[src/rtl/cb_piso_tx.sv]
// Parallel-in serial-out transmitter with SOF/EOF framing and an optional
// even-parity trailer. A new word may be taken on the last bit of a frame.
module cb_piso_tx #(
   parameter int WIDTH     = 8,
   parameter int MSB_FIRST = 1,
   parameter int PARITY    = 0
) (
   input  logic             clk,
   input  logic             rst,
   input  logic             en,
   input  logic [WIDTH-1:0] din,
   input  logic             load_valid,
   output logic             load_ready,
   output logic             sout,
   output logic             sout_valid,
   output logic             sof,
   output logic             eof,
   output logic             busy
);

   localparam int FLEN = WIDTH + PARITY;
   localparam int CW   = (FLEN > 1) ? $clog2(FLEN) : 1;
   localparam logic [CW-1:0] LAST = CW'(FLEN - 1);

   typedef enum logic {
      IDLE,
      SHIFT
   } state_t;

   state_t           state, state_n;
   logic [WIDTH-1:0] sreg, sreg_n;
   logic [CW-1:0]    cnt, cnt_n;
   logic [CW-1:0]    cnt_inc;
   logic             par, par_n;
   logic             sout_n;
   logic             sv_n;
   logic             sof_n;
   logic             eof_n;

   logic             last;
   logic             accept;
   logic             first_bit;
   logic [WIDTH-1:0] load_word;
   logic             next_bit;
   logic [WIDTH-1:0] shifted;

   assign last    = (state == SHIFT) && (cnt == LAST);
   assign cnt_inc = cnt + CW'(1);

   assign load_ready = en && ((state == IDLE) || last);
   assign accept     = load_valid && load_ready;
   assign busy       = (state == SHIFT);

   // The register keeps only the not-yet-sent bits, so the
   // outgoing bit always sits at one fixed end.
   assign first_bit = (MSB_FIRST != 0) ? din[WIDTH-1] : din[0];
   assign load_word = (MSB_FIRST != 0) ? (din << 1) : (din >> 1);
   assign next_bit  = (MSB_FIRST != 0) ? sreg[WIDTH-1] : sreg[0];
   assign shifted   = (MSB_FIRST != 0) ? (sreg << 1) : (sreg >> 1);

   always_comb begin
      state_n = state;
      sreg_n  = sreg;
      cnt_n   = cnt;
      par_n   = par;
      sout_n  = sout;
      sv_n    = sout_valid;
      sof_n   = sof;
      eof_n   = eof;
      if (en) begin
         if (accept) begin
            state_n = SHIFT;
            sreg_n  = load_word;
            cnt_n   = '0;
            par_n   = first_bit;
            sout_n  = first_bit;
            sv_n    = 1'b1;
            sof_n   = 1'b1;
            eof_n   = (FLEN == 1);
         end else if (state == SHIFT) begin
            if (!last) begin
               cnt_n = cnt_inc;
               sof_n = 1'b0;
               eof_n = (cnt_inc == LAST);
               if ((PARITY != 0) && (cnt_inc == LAST)) begin
                  sout_n = par;
               end else begin
                  sout_n = next_bit;
                  sreg_n = shifted;
                  par_n  = par ^ next_bit;
               end
            end else begin
               state_n = IDLE;
               sout_n  = 1'b0;
               sv_n    = 1'b0;
               sof_n   = 1'b0;
               eof_n   = 1'b0;
            end
         end else begin
            sout_n = 1'b0;
            sv_n   = 1'b0;
            sof_n  = 1'b0;
            eof_n  = 1'b0;
         end
      end
   end

   always_ff @(posedge clk or posedge rst) begin
      if (rst) begin
         state      <= IDLE;
         sreg       <= '0;
         cnt        <= '0;
         par        <= 1'b0;
         sout       <= 1'b0;
         sout_valid <= 1'b0;
         sof        <= 1'b0;
         eof        <= 1'b0;
      end else begin
         state      <= state_n;
         sreg       <= sreg_n;
         cnt        <= cnt_n;
         par        <= par_n;
         sout       <= sout_n;
         sout_valid <= sv_n;
         sof        <= sof_n;
         eof        <= eof_n;
      end
   end

endmodule

[config.mk]
export PLATFORM = sky130hd
export DESIGN_NAME = cb_piso_tx
export DESIGN_NICKNAME = d
export VERILOG_FILES = /design/src/rtl/cb_piso_tx.sv
export SDC_FILE = /design/constraint.sdc
export NUM_CORES = 1
export LEC_CHECK = 0
export ABC_AREA = 1
export ABC_CLOCK_PERIOD_IN_PS = 1200
export CAP_MARGIN = 20
export CORE_MARGIN = 2
export CORE_UTILIZATION = 45
export CTS_BUF_LIST = sky130_fd_sc_hd__clkbuf_4
export DETAILED_ROUTE_END_ITERATION = 6
export PLACE_DENSITY_LB_ADDON = 0.05
export SLEW_MARGIN = 5
export SYNTH_ARGS = -nofsm -noshare
export SYNTH_HDL_FRONTEND = slang
export SYNTH_SLANG_ARGS = --single-unit
export TNS_END_PERCENT = 50
[constraint.sdc]
create_clock -name clk -period 1.2 [get_ports clk]
set_input_delay 0.24 -clock clk [delete_from_list [all_inputs] [get_ports clk]]
set_output_delay 0.24 -clock clk [all_outputs]
set_load 0.05 [all_outputs]
==> impl_results.rst, run 1 <==
Flow metrics
------------

.. list-table::
   :header-rows: 1

   * - Metric
     - Value
   * - Library cell occupying the most area in the post-synthesis netlist
     - dfrtp_1
   * - Global-route wire length before repair
     - 2640 microns
   * - Post-CTS setup buffer count
     - 2
   * - LEAKAGE
     - 0.648 nW
   * - # resized after CTS
     - 2
   * - Number of buffers inserted during clock tree synthesis
     - 3
   * - Final non-filler cell total
     - 145
   * - Biggest area cells
     - dfrtp_1, nand2_1, inv_1
   * - Global-route congestion overflow total
     - 0
   * - Count of boundary I/O pins
     - 18
   * - Placed Area
     - 1080 sq um
   * - Tally of unique sky130hd cells used after synthesis
     - 13
   * - Slew at the pin closest to its max-slew limit
     - 201 ps
   * - Port Buf Inserts
     - 17
   * - Total inserted antenna cells
     - 0
   * - Total Power
     - 0.00182 W
   * - R2R depth
     - 9
   * - Nature of the critical path startpoint
     - flop
   * - Storage element area
     - 377 sq um
   * - Pin count of the biggest net entering global routing
     - 16
   * - Maximum buffer depth of the clock tree
     - 2
   * - Max-slew violation total from the final report
     - 0
   * - Mapped Cells
     - 96
   * - Combinational gate count
     - 60
   * - Library cell with the highest instance count after synthesis
     - nand2_1
   * - Reg2reg setup slack
     - -320 ps
   * - Most common library cells after synthesis
     - nand2_1, inv_1, dfrtp_1
   * - Tapcells inserted
     - 16
   * - Most frequently used flop master after synthesis
     - dfrtp_1
   * - Psw
     - 0.000670 W
   * - Total number of clock tree sinks
     - 15
   * - Part of the power in combinational logic
     - 43.1%
   * - Total of max-cap violations
     - 0
   * - Clk Latency, worst-skew pair
     - 290 ps
   * - CP Max Fanout
     - 2
   * - Outcome
     - finished, violations left
   * - Xor and xnor fraction of the mapped netlist area
     - 0%
   * - Total via count in the routed design
     - 694
   * - Die Size
     - 2010 sq um
   * - Internal portion of total power
     - 0.00115 W
   * - Via density per instance
     - 4.79
   * - Source of the worst register-to-register timing path
     - cnt[1]
   * - Flip-flops
     - 15
   * - Maximum operating frequency
     - 0.620 GHz
   * - Sw Share
     - 36.8%
   * - Worst slack at placement
     - -237 ps
   * - Fin Hold WS
     - 242 ps
   * - Cells in synth_stat.txt
     - 96
   * - Floorplan Utilization
     - 48.7%
   * - Worst Slack Setup Final
     - -413 ps
   * - Non-clock inverter instance count of the final layout
     - 21
   * - Relative max-transition margin
     - 86.6%
   * - CP Capture Point
     - load_ready
   * - Number of antenna violations at the first check in global routing
     - 0
   * - Final count of hold timing violations
     - 0
   * - Flip-flops with a built-in enable
     - 0
   * - Clock network power share
     - 15.8%
   * - Cts-stage hold buffer count
     - 0
   * - AO/OA Area Share
     - 6.17%
   * - Violations in the final reports
     - negative setup slack
   * - Endpoint arrival time on the critical path
     - 1370 ps
   * - Final antenna-violating net count
     - 0
   * - CTS tree
     - built
   * - Final period demand of the worst path
     - 1610 ps
   * - Placed insts
     - 136
   * - Critical Path Sink Type
     - primary output
   * - Iteration count of the initial detailed-routing pass
     - 3
   * - Max-area cell share
     - 50.0%
   * - Buffer share of cell area
     - 26.9%
   * - H-tree lvl count
     - 1
   * - Clock tree cell share of total cell area
     - 2.28%
   * - Count of unresolved DRC violations after routing
     - 0
   * - HPWL Detailed
     - 1100 microns
   * - Leading cell category by total area
     - sequential cells
   * - Clock Tree Root
     - clkbuf_4
   * - Syn nets
     - 111
   * - Setup CP Type
     - reg2out
   * - Sequential area share after synthesis
     - 50.0%
   * - Overall track demand over capacity in global routing
     - 18.5%
   * - Dominant kind of combinational cell
     - simple AND/OR/NAND/NOR gates
   * - Final setup violation count
     - 16
[run 1: metrics by stage]
stage	setup TNS (ps)	utilization, %
after floorplan	-966	-
after global placement	-2530	70.2
after detailed placement	-2790	70.2
after CTS	-3870	73.3
after global routing	-5240	78.2
final	-3930	78.2
[run 1: placed cells by master (no fill, tap or decap), types with 2 or more instances in the layout]
master,Yosys,layout
inv_1,18,16
nand2_2,2,8
inv_2,3,2
dfrtp_1,15,14
o21ai_1,1,2
clkbuf_4,0,3
nand2_4,2,2
clkdlybuf4s50_1,0,11
inv_4,0,2
ha_4,0,2
buf_4,0,11
nand3_1,5,5
nand2_1,37,30
o21ai_0,7,6
buf_12,0,6
[run 1: layer usage]
| metal | up-vias | part of all wire [%] | track usage (%) |
|---|---|---|---|
| li1 | 358 | - | - |
| met1 | 317 | 42 | 22.5 |
| met2 | 17 | 53 | 31.6 |
| met3 | 2 | 4.5 | 7.20 |
| met4 | 0 | 0.87 | 3.53 |
| met5 | - | 0 | 0 |
[run 1: power by group through the flow]
stage | clock network (W) | logic (W) | registers, W
after floorplan | 0 | 0.000293 | 0.000815
after global placement | 0 | 0.000698 | 0.000733
after detailed placement | 0 | 0.000708 | 0.000736
after CTS | 0.000292 | 0.000727 | 0.000723
after global routing | 0.000331 | 0.000874 | 0.000763
final | 0.000287 | 0.000785 | 0.000749
[run 1: sequential cells by signal (all words and copies together), names as in the netlist]
| signal | count |
|---|---|
| eof | 1 |
| busy | 1 |
| sout_valid | 1 |
| sout | 1 |
| sreg | 7 |
| sof | 1 |
| cnt | 3 |
[run 1: critical path: stages, from the launching register on]
cell	delay, ps
dfrtp_1	410
ha_4	180
ha_4	160
inv_4	60
nand2_4	50
inv_4	60
nor2_4	30
buf_12	140
### Supply network, run 1

The bar under the picture is 10 microns long. Pins as bars on the die edge. Tap cells in gray.
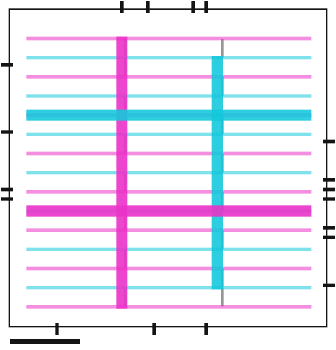
Key: VSS = magenta; VDD = cyan
The core has 14 rows. 16 tap cells.
Die W: 44.8 microns
worst vdd ir: 1.17 mV
vertical die size: 44.8 microns

### Cells colored by class, run 1

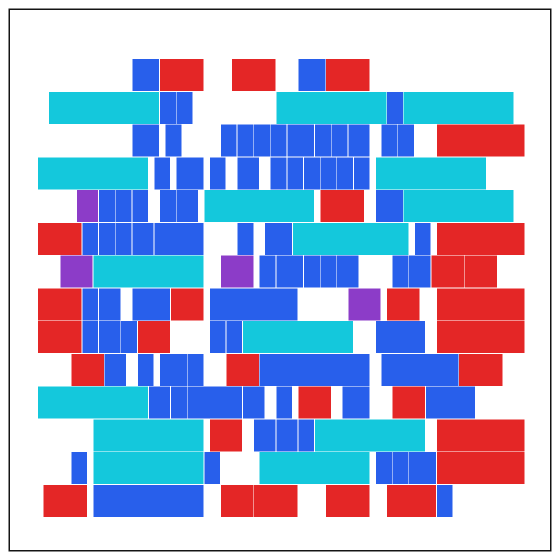
Key: flip-flops = cyan [cells 15, share of their area 32%]; other buffers and delay cells = red [cells 29, share of their area 27%]; all other logic = blue [cells 81, share of their area 39%]; clock drivers and dummy loads = purple [cells 4, share of their area 2.3%]
flop share of the area: 31.3%
final design area excluding fillers: 1200 sq um
CORE AREA: 1540 sq um

### Clock distribution, run 1

The bar under the picture is 10 microns long.
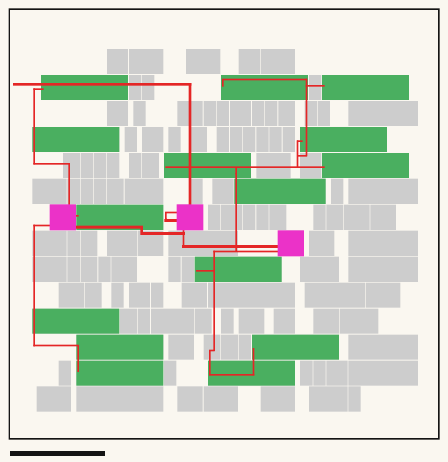
Key: clock wires = red [length 190 microns]; flip-flops = green [count 15]; cells driving clock nets = magenta [count 3]
Position of the flops: widely spread. There are 4 routed clock nets.

### Wiring by layer, run 1

The bar under the picture is 10 microns long. Only two layers are drawn.
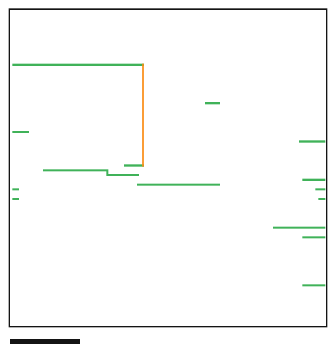
Key: met4 = orange [wire length 14.3 microns]; met3 = green [wire length 73.1 microns]

==> inputs of run 2 (changes only) <==
- GPL_ROUTABILITY_DRIVEN: default -> 0
### Clock distribution, run 2

The bar under the picture is 10 microns long.
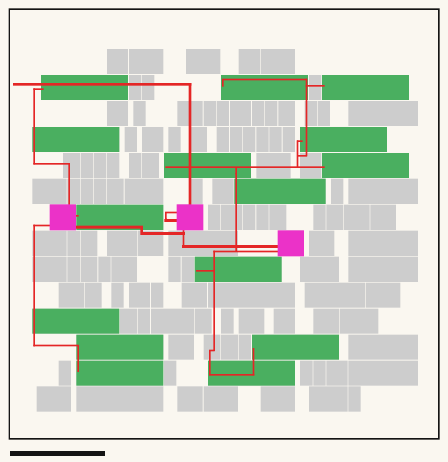
Key: clock wires = red [length 190 microns]; cells driving clock nets = magenta [count 3]; flip-flops = green [count 15]
Position of the flops: widely spread. There are 4 routed clock nets.

==> impl_results.rst, run 2 <==
Flow metrics
------------

.. list-table::
   :header-rows: 1

   * - Metric
     - Value
   * - Number of antenna violations at the first check in global routing
     - 0 (unchanged)
   * - Global-route wire length before repair
     - 2640 microns (unchanged)
   * - Ordered cell list for the critical path
     - ha_4 > ha_4 > inv_4 > nand2_4 > inv_4 > nor2_4 > buf_12
   * - Register with the highest flop count
     - sreg
   * - Total inserted antenna cells
     - 0 (unchanged)
   * - Total number of clock tree sinks
     - 15 (unchanged)
   * - Count of unresolved DRC violations after routing
     - 0 (unchanged)
   * - Fin Hold WS
     - 242 ps (unchanged)
   * - Worst slack at placement
     - -237 ps (unchanged)
   * - Outcome
     - finished, violations left
   * - Most frequently used flop master after synthesis
     - dfrtp_1
   * - Relative max-transition margin
     - 86.6% (unchanged)
   * - Worst Slack Setup Final
     - -413 ps (unchanged)
   * - Syn nets
     - 111 (unchanged)
   * - H-tree lvl count
     - 1 (unchanged)
   * - Number of buffers inserted during clock tree synthesis
     - 3 (unchanged)
   * - Mapped Cells
     - 96 (unchanged)
   * - Clk Latency, worst-skew pair
     - 290 ps (about the same)
   * - CP Max Fanout
     - 2 (unchanged)
   * - Met3 routed WL
     - 73 microns (unchanged)
   * - Final period demand of the worst path
     - 1610 ps (unchanged)
   * - Final design area excluding fillers
     - 1200 sq um (unchanged)
   * - Via density per instance
     - 4.79 (unchanged)
   * - Top layer reached by signal wires
     - met4
   * - Critical Path Sink Type
     - primary output
   * - Library cell with the highest instance count after synthesis
     - nand2_1
   * - CTS tree
     - built
   * - Max-slew violation total from the final report
     - 0 (unchanged)
   * - Max-area cell share
     - 50.0% (unchanged)
   * - Nature of the critical path startpoint
     - flop
   * - M1 wire length
     - 674 microns (unchanged)
   * - Cts-stage hold buffer count
     - 0 (unchanged)
   * - Total via count in the routed design
     - 694 (unchanged)
   * - Overall track demand over capacity in global routing
     - 18.5% (unchanged)
   * - Maximum buffer depth of the clock tree
     - 2 (unchanged)
   * - Violations in the final reports
     - negative setup slack
   * - Commonest cells after routing, fill and taps aside
     - nand2_1, inv_1, dfrtp_1
   * - Floorplan Utilization
     - 48.7% (unchanged)
   * - Flip-flop count of the largest register, all copies and words added
     - 7 (unchanged)
   * - Placed Area
     - 1080 sq um (unchanged)
   * - Die W
     - 44.8 microns (unchanged)
   * - Pin count of the biggest net entering global routing
     - 16 (unchanged)
   * - Tally of unique sky130hd cells used after synthesis
     - 13 (unchanged)
   * - Top flop regs
     - sreg (7), cnt (3)
   * - Final setup violation count
     - 16 (unchanged)
   * - Endpoint arrival time on the critical path
     - 1370 ps (about the same)
   * - Maximum operating frequency
     - 0.620 GHz (unchanged)
   * - Cells in synth_stat.txt
     - 96 (unchanged)
   * - HPWL Detailed
     - 1100 microns (unchanged)
   * - Sequential area share after synthesis
     - 50.0% (unchanged)
   * - CORE AREA
     - 1540 sq um (unchanged)
   * - Final non-filler cell total
     - 145 (unchanged)
### Cells colored by class, run 2

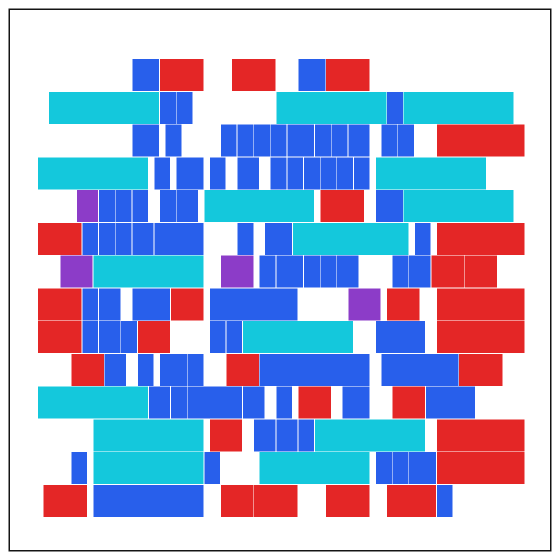
Key: flip-flops = cyan [cells 15, share of their area 32%]; clock drivers and dummy loads = purple [cells 4, share of their area 2.3%]; all other logic = blue [cells 81, share of their area 39%]; other buffers and delay cells = red [cells 29, share of their area 27%]
number of rows in the core area: 14
share of the core filled with cells in the final layout: 78.2%

[run 2: cell counts after synthesis]
Identical to the previous run, type by type.
[run 2: worst max-delay path: cells and delay by family, from the launching register on]
kind | cells | cell delay, ps
fa+ha+maj | 2 | 340
buf+inv | 3 | 260
flops | 1 | 410
simple gates | 2 | 80
[run 2: logic make-up (layout without fill, tap and decap cells)]
logic type / after synthesis / in the layout / share of synthesized area, %
simple gates: 48 / 48 / 28.3
buf+inv: 21 / 54 / 10.5
flops: 15 / 15 / 50.0
compound gates: 9 / 9 / 6.17
fa+ha+maj: 3 / 3 / 5.00
[run 2: cell type report]
class / count / area [sq um]
clock buffer: 3 / 22.5
clock inverter: 1 / 5.00
fill: 100 / 337
inverter: 21 / 88.8
multi-input combinational: 60 / 368
sequential: 15 / 377
tap: 16 / 20.0
timing repair buffer: 29 / 324
[run 2: metal layers]
layer  global-route usage [%]  vias up
li1                         -      358
met1                     22.5      317
met2                     31.6       17
met3                     7.20        2
met4                     3.53        0
met5                        0        -
[run 2: power by group]
group,switching (W),internal [W]
Sequential,0.000118,0.000630
Clock,0.000163,0.000124
Combinational,0.000389,0.000397
Total,0.000670,0.00115
[run 2: repair_timing]
action	in CTS	in global routing
pin swaps	3	4
endpoints found under the setup margin	14	16
gates resized	2	14
setup buffers	2	4
[run 2: path summary, 6_finish.rpt]
| check | from | endpoint | slack, ps | cells after the start |
|---|---|---|---|---|
| setup / recovery | cnt[1] | load_ready | -410 | 7 |
| min in group clk | sreg[2] | sreg[2] | 480 | 2 |
| hold reg to reg | sreg[2] | sreg[2] | 480 | 2 |
| max in group asynchronous | rst | cnt[0] | 770 | 3 |
| setup reg to reg | cnt[1] | cnt[0] | -320 | 9 |
| hold / removal | rst | sout | 240 | 3 |
Power and IR drop assume default switching activity.
